--- src/rtl/ex_operand_stage.sv ---
// ID/EX pipeline register with EX/MEM and MEM/WB operand forwarding feeding the ALU.
// Also raises the load-use stall request toward IF/ID.
module ex_operand_stage #(
   parameter int XLEN = 32,
   parameter int REGW = 5
) (
   input  logic            clk,
   input  logic            rst,
   input  logic            id_valid,
   input  logic [XLEN-1:0] id_pc,
   input  logic [REGW-1:0] id_rs1_idx,
   input  logic [REGW-1:0] id_rs2_idx,
   input  logic [XLEN-1:0] id_rs1_val,
   input  logic [XLEN-1:0] id_rs2_val,
   input  logic [XLEN-1:0] id_imm,
   input  logic [REGW-1:0] id_rd,
   input  logic [3:0]      id_alu_ctrl,
   input  logic [1:0]      id_a_sel,
   input  logic            id_b_sel,
   input  logic            id_reg_write,
   input  logic            id_mem_read,
   input  logic            id_mem_write,
   input  logic            stall,
   input  logic            flush,
   input  logic            exm_valid,
   input  logic            exm_reg_write,
   input  logic [REGW-1:0] exm_rd,
   input  logic [XLEN-1:0] exm_result,
   input  logic            wb_valid,
   input  logic            wb_reg_write,
   input  logic [REGW-1:0] wb_rd,
   input  logic [XLEN-1:0] wb_result,
   output logic [XLEN-1:0] alu_inA,
   output logic [XLEN-1:0] alu_inB,
   output logic [3:0]      alu_ctrl,
   output logic            ex_valid,
   output logic            ex_reg_write,
   output logic            ex_mem_read,
   output logic            ex_mem_write,
   output logic [REGW-1:0] ex_rd,
   output logic [XLEN-1:0] ex_store_data,
   output logic            load_use_stall
);

   logic [XLEN-1:0] pc_q;
   logic [REGW-1:0] rs1_idx_q;
   logic [REGW-1:0] rs2_idx_q;
   logic [XLEN-1:0] rs1_val_q;
   logic [XLEN-1:0] rs2_val_q;
   logic [XLEN-1:0] imm_q;
   logic [1:0]      a_sel_q;
   logic            b_sel_q;

   logic [XLEN-1:0] fwd_rs1;
   logic [XLEN-1:0] fwd_rs2;
   logic            exm_hit_rs1;
   logic            exm_hit_rs2;
   logic            wb_hit_rs1;
   logic            wb_hit_rs2;

   always_ff @(posedge clk) begin
      if (rst || flush) begin
         ex_valid     <= 1'b0;
         ex_reg_write <= 1'b0;
         ex_mem_read  <= 1'b0;
         ex_mem_write <= 1'b0;
         alu_ctrl     <= 4'b0000;
         ex_rd        <= '0;
         pc_q         <= '0;
         rs1_idx_q    <= '0;
         rs2_idx_q    <= '0;
         rs1_val_q    <= '0;
         rs2_val_q    <= '0;
         imm_q        <= '0;
         a_sel_q      <= 2'b00;
         b_sel_q      <= 1'b0;
      end else if (!stall) begin
         ex_valid     <= id_valid;
         ex_reg_write <= id_reg_write & id_valid;
         ex_mem_read  <= id_mem_read & id_valid;
         ex_mem_write <= id_mem_write & id_valid;
         alu_ctrl     <= id_alu_ctrl;
         ex_rd        <= id_rd;
         pc_q         <= id_pc;
         rs1_idx_q    <= id_rs1_idx;
         rs2_idx_q    <= id_rs2_idx;
         rs1_val_q    <= id_rs1_val;
         rs2_val_q    <= id_rs2_val;
         imm_q        <= id_imm;
         a_sel_q      <= id_a_sel;
         b_sel_q      <= id_b_sel;
      end
   end

   // x0 is hardwired zero upstream, so a producer targeting it must never be forwarded.
   always_comb begin
      exm_hit_rs1 = exm_valid && exm_reg_write && (exm_rd != '0) && (exm_rd == rs1_idx_q);
      exm_hit_rs2 = exm_valid && exm_reg_write && (exm_rd != '0) && (exm_rd == rs2_idx_q);
      wb_hit_rs1  = wb_valid && wb_reg_write && (wb_rd != '0) && (wb_rd == rs1_idx_q);
      wb_hit_rs2  = wb_valid && wb_reg_write && (wb_rd != '0) && (wb_rd == rs2_idx_q);

      fwd_rs1 = rs1_val_q;
      if (exm_hit_rs1)
         fwd_rs1 = exm_result;
      else if (wb_hit_rs1)
         fwd_rs1 = wb_result;

      fwd_rs2 = rs2_val_q;
      if (exm_hit_rs2)
         fwd_rs2 = exm_result;
      else if (wb_hit_rs2)
         fwd_rs2 = wb_result;
   end

   always_comb begin
      alu_inA = '0;
      case (a_sel_q)
         2'b00:   alu_inA = fwd_rs1;
         2'b01:   alu_inA = pc_q;
         default: alu_inA = '0;
      endcase
      alu_inB       = b_sel_q ? imm_q : fwd_rs2;
      ex_store_data = fwd_rs2;
   end

   // Upstream turns this into IF/ID stall plus a flush here; no bubble is inserted locally.
   assign load_use_stall = ex_valid && ex_mem_read && (ex_rd != '0) && id_valid &&
                           ((ex_rd == id_rs1_idx) || (ex_rd == id_rs2_idx));

endmodule

--- config.mk ---
export PLATFORM = sky130hd
export DESIGN_NAME = ex_operand_stage
export DESIGN_NICKNAME = d
export VERILOG_FILES = /design/src/rtl/ex_operand_stage.sv
export SDC_FILE = /design/constraint.sdc
export NUM_CORES = 1
export LEC_CHECK = 0
export ABC_AREA = 1
export CORE_MARGIN = 10
export CORE_UTILIZATION = 25
export CTS_BUF_LIST = sky130_fd_sc_hd__clkbuf_16
export DETAILED_ROUTE_END_ITERATION = 10
export GPL_TIMING_DRIVEN = 0
export MAX_ROUTING_LAYER = met4
export PLACE_DENSITY_LB_ADDON = 0.1
export SLEW_MARGIN = 20
export SYNTH_ARGS = -nofsm -noshare
export SYNTH_HDL_FRONTEND = slang
export SYNTH_SLANG_ARGS = --single-unit
--- constraint.sdc ---
create_clock -name clk -period 2.35 [get_ports clk]
set_input_delay 0.47 -clock clk [delete_from_list [all_inputs] [get_ports clk]]
set_output_delay 0.47 -clock clk [all_outputs]
set_load 0.01 [all_outputs]
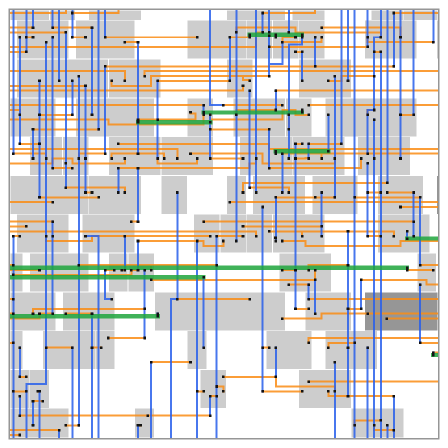
(run_1/zoom.png)
Window x 138 to 168, y 36 to 66 µm. Cells in grey, sequential cells in the stronger grey; small squares are vias.
Key: blue = met2; green = met3; orange = met1
61 logic cells have their middle in the window. Sequential cells in the window: 1. Netlist names of flops here include imm_q (1). Most frequent: nand3_2 (19), nand3_1 (12).

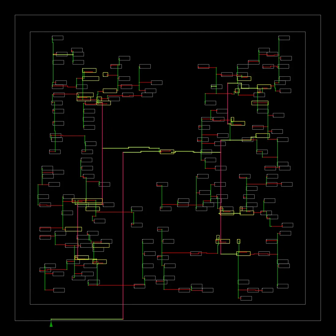
(run_1/final_clocks.png)
skew final: 0 ps
CTS Sinks: 154
seq_cells: 154
CTS Buf Count: 17

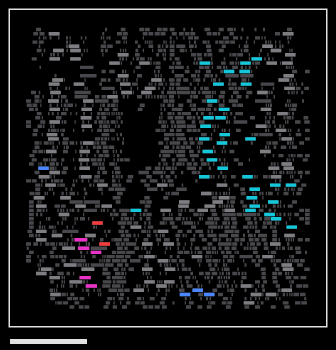
(run_1/registers.png)
The bar under the picture is 50 µm long. Other sequential cells in the stronger grey, the rest of the logic in the fainter grey.
Key: magenta = rs2_idx_q [sequential cells 5, where bottom left]; cyan = rs2_val_q [sequential cells 32]; blue = alu_ctrl [sequential cells 4]; red = a_sel_q [sequential cells 2]

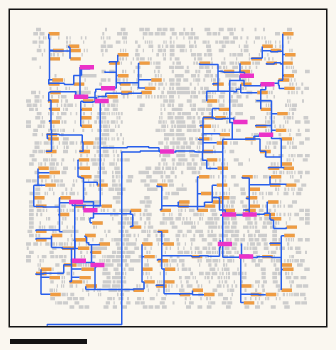
(run_1/clock_map.png)
The bar under the picture is 50 µm long.
Key: magenta = cells driving clock nets [count 17]; blue = clock wires [length 2460 µm]; orange = flip-flops [count 154]
Position of the flops: widely spread. There are 18 routed clock nets.

==> impl_metrics.json, run 1 <==
{
  "grtUsageTotal_pct": 21.2,
  "setup_viol": 96,
  "synth.distinct_cells": 25,
  "viasPerCell": 4.56,
  "rr_worst_depth": 2,
  "nets": 2018,
  "clk_pin_slew_worst_paths_ps": 70,
  "pwr-share-clk_pct": 41.9,
  "start_kind": "input pin",
  "cts_resized": 684,
  "hold_class": "flop to flop",
  "xor_area_share_pct": 2.68,
  "simple_gate_area_share_pct": 42.9,
  "run_status": "finished, violations left",
  "post-route-util_pct": 46.2,
  "slowest_delay_ps": 240,
  "avgSynthCellArea_um2": 6.20,
  "hold_slack_ps": 462,
  "cp.depth": 11,
  "top_layer_used": "met4",
  "hold_end": "pc_q[4]",
  "setup_slack_ps": -292,
  "hold_start": "pc_q[4]",
  "post-place-ws_ps": -1300,
  "failed_checks": "negative setup slack",
  "p_per_area_mw_per_mm2": 485,
  "post_drt_wl_per_cell_um": 19.9,
  "vias": 10268,
  "final-comb-area_mm2": 0.00622,
  "rr_startpoint": "b_sel_q",
  "clk-power_mw": 3.15,
  "tightest_slew_ps": 1030,
  "intPower_mw": 5.47,
  "critPathCaptureType": "output pin",
  "clock-root-buffer": "clkbuf_16"
}
==> run 1: layout by cell type (no fill, tap or decap), types with 10 or more instances in the layout <==
cell and count:
nand2_4 20, buf_4 17, clkbuf_1 40, nand2_2 105, dfxtp_1 146, nand3_4 24, buf_6 107, nand3_1 95
buf_8 10, clkbuf_16 20, nand3_2 113, buf_2 45, nand2_1 432, nor2_1 19, and2_4 26, inv_1 70
clkbuf_2 13, buf_12 10, clkdlybuf4s50_1 233, a21oi_1 146
==> run 1: state kept, by name, summed over array words and instances (netlist names), 2 cells and up <==
signal / count
imm_q: 32
alu_ctrl: 4
ex_rd: 5
a_sel_q: 2
rs2_val_q: 32
rs1_idx_q: 5
rs2_idx_q: 5
rs1_val_q: 32
pc_q: 32
==> run 1 -> run 2 <==
--- a/config.mk
+++ b/config.mk
@@ -6,6 +6,9 @@
 export NUM_CORES = 1
 export LEC_CHECK = 0
 export ABC_AREA = 1
+export CAP_MARGIN = 10
+export CELL_PAD_IN_SITES_DETAIL_PLACEMENT = 1
+export CELL_PAD_IN_SITES_GLOBAL_PLACEMENT = 1
 export CORE_MARGIN = 10
 export CORE_UTILIZATION = 25
 export CTS_BUF_LIST = sky130_fd_sc_hd__clkbuf_16
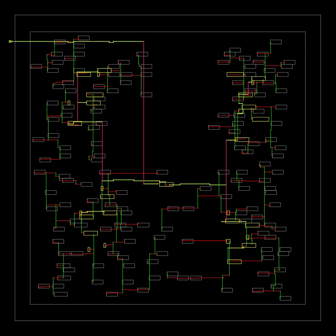
(run_2/final_clocks.png)
clkbuf count: 17
Clk power: 2.75 mW

==> run 2 against run 1 <==
Against the previous run:
- the flow still finishes with violations (negative setup slack)
- register-to-register slack worse by 80 ps
- first-iteration DRC count is 19% lower
- combinational power hardly changed
- cell area is 2.6% lower
- fmax is 0.19% lower
- non-clock buffer count is 10 lower
- die size stayed put
- cell count is 0.53% lower
- worst setup slack worse by 5.1 ps
- largest power group is now sequential cells
==> impl_metrics.json, run 2 <==
{
  "run_status": "finished, violations left",
  "failed_checks": "negative setup slack",
  "pwr-share-clk_pct": 38.8,
  "vias": 10375,
  "final_antenna_net_count": 0,
  "post_drt_wl_per_cell_um": 21.0,
  "critPathTopFamily": "simple AND/OR/NAND/NOR gates",
  "setup_tns_ps": -19350,
  "cp.depth": 9,
  "ys_sh_aoi_pct": 9.69,
  "powerComb_mw": 1.59,
  "relSlewSlack_pct": 38.0,
  "tightest_slew_ps": 931,
  "ir_drop_v": 0.000501,
  "intPower_mw": 5.10,
  "fmax_ghz": 0.378,
  "cts_max_path_buffers": 2,
  "clock_sinks": 154,
  "simple_gate_area_share_pct": 42.9,
  "final_cell_mix": "nand2_1 (459), clkdlybuf4s50_1 (233), a21oi_1 (147)",
  "post-route-period-util_pct": 113,
  "hold_end": "pc_q[4]",
  "rsz0062_at_grt": "true",
  "post_cts_buffers": 20,
  "ys_seq_share_pct": 36.3,
  "totalWireLength_mm": 47.0,
  "post-route-util_pct": 45.0,
  "setup_slack_ps": -297,
  "avgSynthCellArea_um2": 6.20,
  "grt_max_degree": 17,
  "post-place-ws_ps": -1360,
  "critPathCaptureType": "output pin",
  "design_area_mm2": 0.0151,
  "power-top-group": "sequential cells",
  "cp-endpoint": "alu_inB[19]",
  "largest_area_cell": "dfxtp_1",
  "rr_worst_depth": 3,
  "yosys.area.top_type_share_pct": 36.3,
  "grt_pass1_wl_mm": 66.8,
  "area_delta_synth_final_pct": 77.7,
  "hold_viol_final": 0,
  "yosys.cell_count.top_type": "nand2_1",
  "clk_pin_slew_worst_paths_ps": 70,
  "grt-ovfl-total": 0,
  "slowest_delay_ps": 350,
  "xor_area_share_pct": 2.68,
  "grtUsageTotal_pct": 21.8,
  "drc": 0,
  "r2r_slack_ps": 1010,
  "worst-path-buf-inv": 3,
  "fa_ha_area_share_pct": 0,
  "finalMaxSlewViolations": 0,
  "cts_buffers": 17,
  "num_io_pins": 346,
  "rr_startpoint": "b_sel_q",
  "htreeDepth": 4,
  "sequentialPower_mw": 2.76,
  "hold_class": "flop to flop",
  "p_per_area_mw_per_mm2": 470,
  "fin_skew_ps": 0,
  "ys_area_mm2": 0.00850,
  "nets": 2008,
  "timing.rr.end": "b_sel_q",
  "hold_slack_ps": 457,
  "warning_count": 28,
  "syn_nets": 1606,
  "ys_async_sr_fraction_pct": 0,
  "cts_hold_buf": 0,
  "mostFrequentLayoutCell": "nand2_1",
  "grt_pass1_vias": 10721,
  "clock-root-buffer": "clkbuf_16",
  "firstDrtPassIters": 5,
  "core_region_area_mm2": 0.0335,
  "hold_start": "pc_q[4]",
  "cts_resized": 694,
  "top_cells_by_area": "dfxtp_1 (36%), nand2_1 (25%), nand3_1 (14%)",
  "viasPerCell": 4.63,
  "fp-utilization_pct": 25.3,
  "synth.distinct_cells": 25,
  "setup_viol": 96,
  "start_kind": "flop",
  "gp_congestion": 0.830
}
==> run 2: cell counts after synthesis <==
Identical to the previous run, type by type.
==> run 2: routing by layer <==
metal | track usage [%] | vias up | wire length (µm)
li1 | - | 5196 | -
met3 | 5.07 | 26 | 2380
met1 | 27.0 | 4913 | 21000
met2 | 35.3 | 240 | 23100
met5 | - | - | 0
met4 | 4.97 | 0 | 581
==> run 2: layout make-up <==
class                      count  area [µm²]
fill                        4192       18400
multi-input combinational   1040        6030
timing repair buffer         389        3890
sequential                   154        3100
buffer                        94         637
tap                          448         561
clock buffer                  17         425
inverter                      76         289
clock inverter                14         143
antenna                        7        17.5
No activity file was given, so power comes from the tool's default toggle rates.
